==> config.mk <==
export PLATFORM = sky130hd
export DESIGN_NAME = pps_duty_ctrl
export DESIGN_NICKNAME = d
export VERILOG_FILES = /design/src/rtl/gpsdo_pkg.sv /design/src/rtl/pps_sync.sv /design/src/rtl/pps_duty_ctrl.sv
export SDC_FILE = /design/constraint.sdc
export NUM_CORES = 1
export LEC_CHECK = 0
export CORE_MARGIN = 1.5
export CORE_UTILIZATION = 50
export DETAILED_ROUTE_END_ITERATION = 8
export PLACE_DENSITY = 0.69
export SETUP_SLACK_MARGIN = 0.1
export SLEW_MARGIN = 0
export SYNTH_ARGS = -nofsm -noshare
export SYNTH_HDL_FRONTEND = slang
export SYNTH_SLANG_ARGS = --single-unit
==> constraint.sdc <==
create_clock -name CLK_SYS -period 6.7 [get_ports CLK_SYS]
set_input_delay 1.34 -clock CLK_SYS [delete_from_list [all_inputs] [get_ports CLK_SYS]]
set_output_delay 1.34 -clock CLK_SYS [all_outputs]
set_load 0.05 [all_outputs]
Figure 1. Metal 1 (run 1).
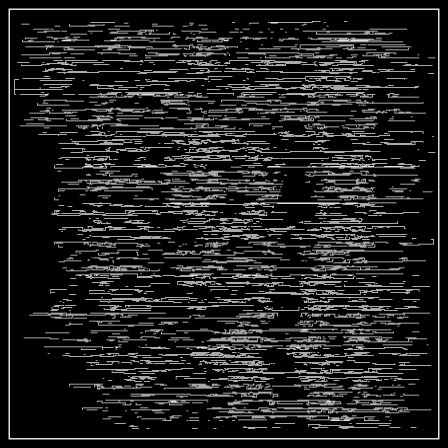
The layer holds 46% of the routed length. The layer carries 12,000 µm of wire.
met1 GRT Util: 34.55%
Vias: 8,717

Figure 2. The metal 2 layer (run 1).
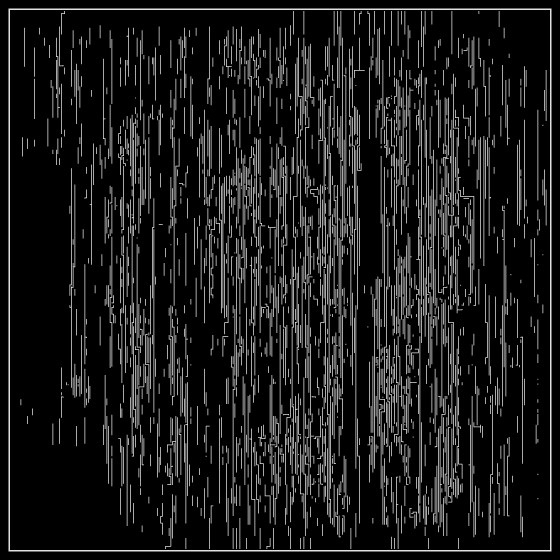
The wires run mostly vertical. The layer carries 12,100 µm of wire. The layer holds 47% of the routed length. The longest straight run is 50.0 µm.
final wirelength: 25.81 mm
grt met2 use: 39.39%

Figure 3. Signal wires on met3 (run 1).
The bar under the picture is 50 µm long.
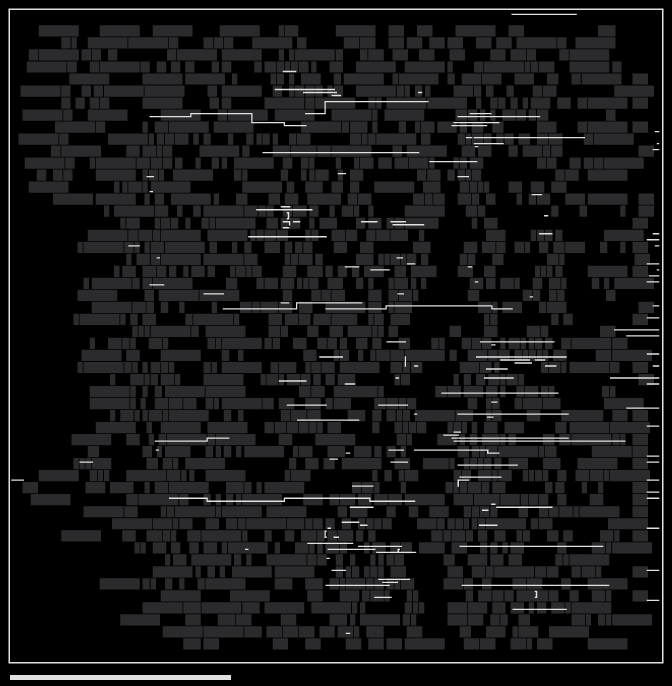
The wires run mostly horizontal. The layer carries 1,030 µm of wire.
met3 usage: 3.920%

==> results.py <==
# Physical implementation metrics
metrics = {
    "critical_path": {
        "cp-end-kind": "flop",
        "path_depth": 19,
        "path_cells": "inv_1 > ha_1 > and4b_1 > o21ai_1 > a21oi_1 > xnor2_1 > inv_1 > ha_1 > and3_1 > nand4_1 > a2111oi_0 > a211o_1 > nor2_1 > xnor2_1 > a2111oi_0 > nand4_1 > nor3_1 > and2_1 > o21ai_2",
        "worstSetupPathType": "reg2reg",
        "cp_data_required_time_ns": 7.02,
    },
    "min_path": {
        "hp-class": "reg2reg",
    },
    "synthesis": {
        "ys_cells": 1172,
        "ys_async_sr_fraction_pct": 100.0,
        "ys_types": 86,
        "area_leaders": "dfrtp_1 40%, ha_1 4.9%, nand2_1 4.5%, and2_1 4.1%, nor2_1 3.6%",
        "syn_nets": 1217,
        "synth-area-yosys_mm2": 0.01045,
        "edf_count": 0,
    },
    "finish": {
        "diodes": 0,
        "final_nets": 1259,
        "syn_to_final_growth_pct": 14.06,
    },
    "global_route": {
        "grt_pass1_vias": 8311,
        "grt_pass1_wl_mm": 43.13,
        "grt_start_max_net_pins": 76,
    },
    "clocking": {
        "cts_sinks": 167,
        "cts-root-buf": "clkbuf_16",
        "cts_max_level": 4,
    },
    "detailed_routing": {
        "firstDrtPassIters": 5,
        "drt_iter0_drc": 498,
        "ant_nets": 0,
    },
    "floorplan": {
        "row_count": 52,
        "die_w_um": 147.5,
        "core_mm2": 0.02036,
    },
    "sta": {
        "rsz0062_at_grt": "false",
        "final-max-slew-violation-count": 0,
        "worst_pin_slew_ns": 1.032,
        "period_used_pct": 87.58,
        "period_needed_ns": 5.868,
    },
    "power": {
        "p_leak_nw": 5.255,
        "p_per_area_mw_per_mm2": 229.2,
        "ir_drop_mv": 0.1592,
    },
    "run_status": {
        "status": "finished, final reports clean",
    },
    "job": {
        "warning_count": 30,
    },
}
run 1: placed cells by master (no fill, tap or decap), types with 4 or more instances in the layout:
master and instances:
inv_8 4, a31oi_1 16, xor2_1 39, nand3_1 31
clkbuf_16 17, and3_1 12, clkdlybuf4s50_1 67, o21ai_2 11
nand2_1 124, xnor2_1 39, and2_1 69, a21o_1 18
nand2b_1 6, a2111oi_0 8, nor2_1 100, nand4_1 29
o31ai_1 5, o211ai_1 7, o211a_1 4, o21a_1 5
buf_4 12, o21ai_0 68, mux2_2 16, and4_1 8
a211oi_1 15, a21oi_1 63, or4_1 7, nor4_1 23
clkinv_8 5, o21ai_1 6, o2111ai_1 7, ha_1 40
nor3_1 36, or3_1 9, inv_1 37, nor2b_1 10
dfrtp_1 166
run 1: stage by stage:
| step | setup WS (ns) | area (µm²) | cells | hold slack (ns) | utilization (%) |
|---|---|---|---|---|---|
| 6_report | 0.8323 | 11910 | 1497 | 0.3558 | 58.50 |
| 5_1_grt | 0.1842 | 11910 | 1497 | 0.3746 | 58.50 |
| 4_1_cts | 0.6487 | 11910 | 1497 | 0.3631 | 58.50 |
| 3_5_place_dp | 0.6495 | 11310 | 1465 | 0.3458 | 55.54 |
| 3_3_place_gp | 1.015 | 11310 | 1465 | 0.3341 | 55.54 |
| 2_1_floorplan | 1.755 | 10450 | 1172 | 0.3312 | - |
run 1: layout make-up:
cell class              count  area, µm²  share of cell area [%]
multi-input cells         910       5879                   49.35
flip-flops and latches    167       4180                   35.09
repair buffers             80      772.0                   6.480
clock buffers              17      425.4                   3.571
well taps                 270      337.8                   2.836
clock inverters            15      176.4                   1.481
inverters                  38      142.6                   1.197
run 1: repair_timing:
item                                   in CTS  in global routing
setup endpoints to repair                   0                 12
setup buffers                               0                  0
endpoints found under the hold margin       0                  0
resized                                     0                  1
run 1: layer usage:
layer,track usage (%),vias to the layer above,share of wire (%)
met3,3.920,53,4.0
met4,9.150,0,2.8
met1,34.55,4118,46
met5,0,-,0
met2,39.39,232,47
li1,-,4314,-
run 1: kinds of logic (layout without fill, tap and decap cells):
logic type,count (synthesis),count (layout),synth area share [%]
fa+ha+maj,42,42,5.103
flops,167,167,40.02
xor+xnor,79,79,6.696
compound gates,278,278,17.87
other cells,1,1,0.03590
mux,19,19,2.012
buf+inv,95,150,3.773
simple gates,491,491,24.48
run 1: where the power goes:
part	switching (mW)	total, mW	leakage (nW)	internal, mW
Clock	0.492	0.995	0.286	0.503
Sequential	0.0613	1.13	2.22	1.07
Combinational	0.394	0.603	2.75	0.209
Total	0.947	2.73	5.25	1.78
run 1: worst reg2reg max path, delay by kind of cell, from the launching register on:
kind                       cells  cell delay, ns
AOI/OAI and AO/OA              6            1.52
xor gates and xnor gates       2            0.43
adders and majority gates      2            0.68
buffers and inverters          2            0.27
DFF                            1            0.66
and+or+nand+nor                7            2.18
No activity file was given, so power comes from the tool's default toggle rates.
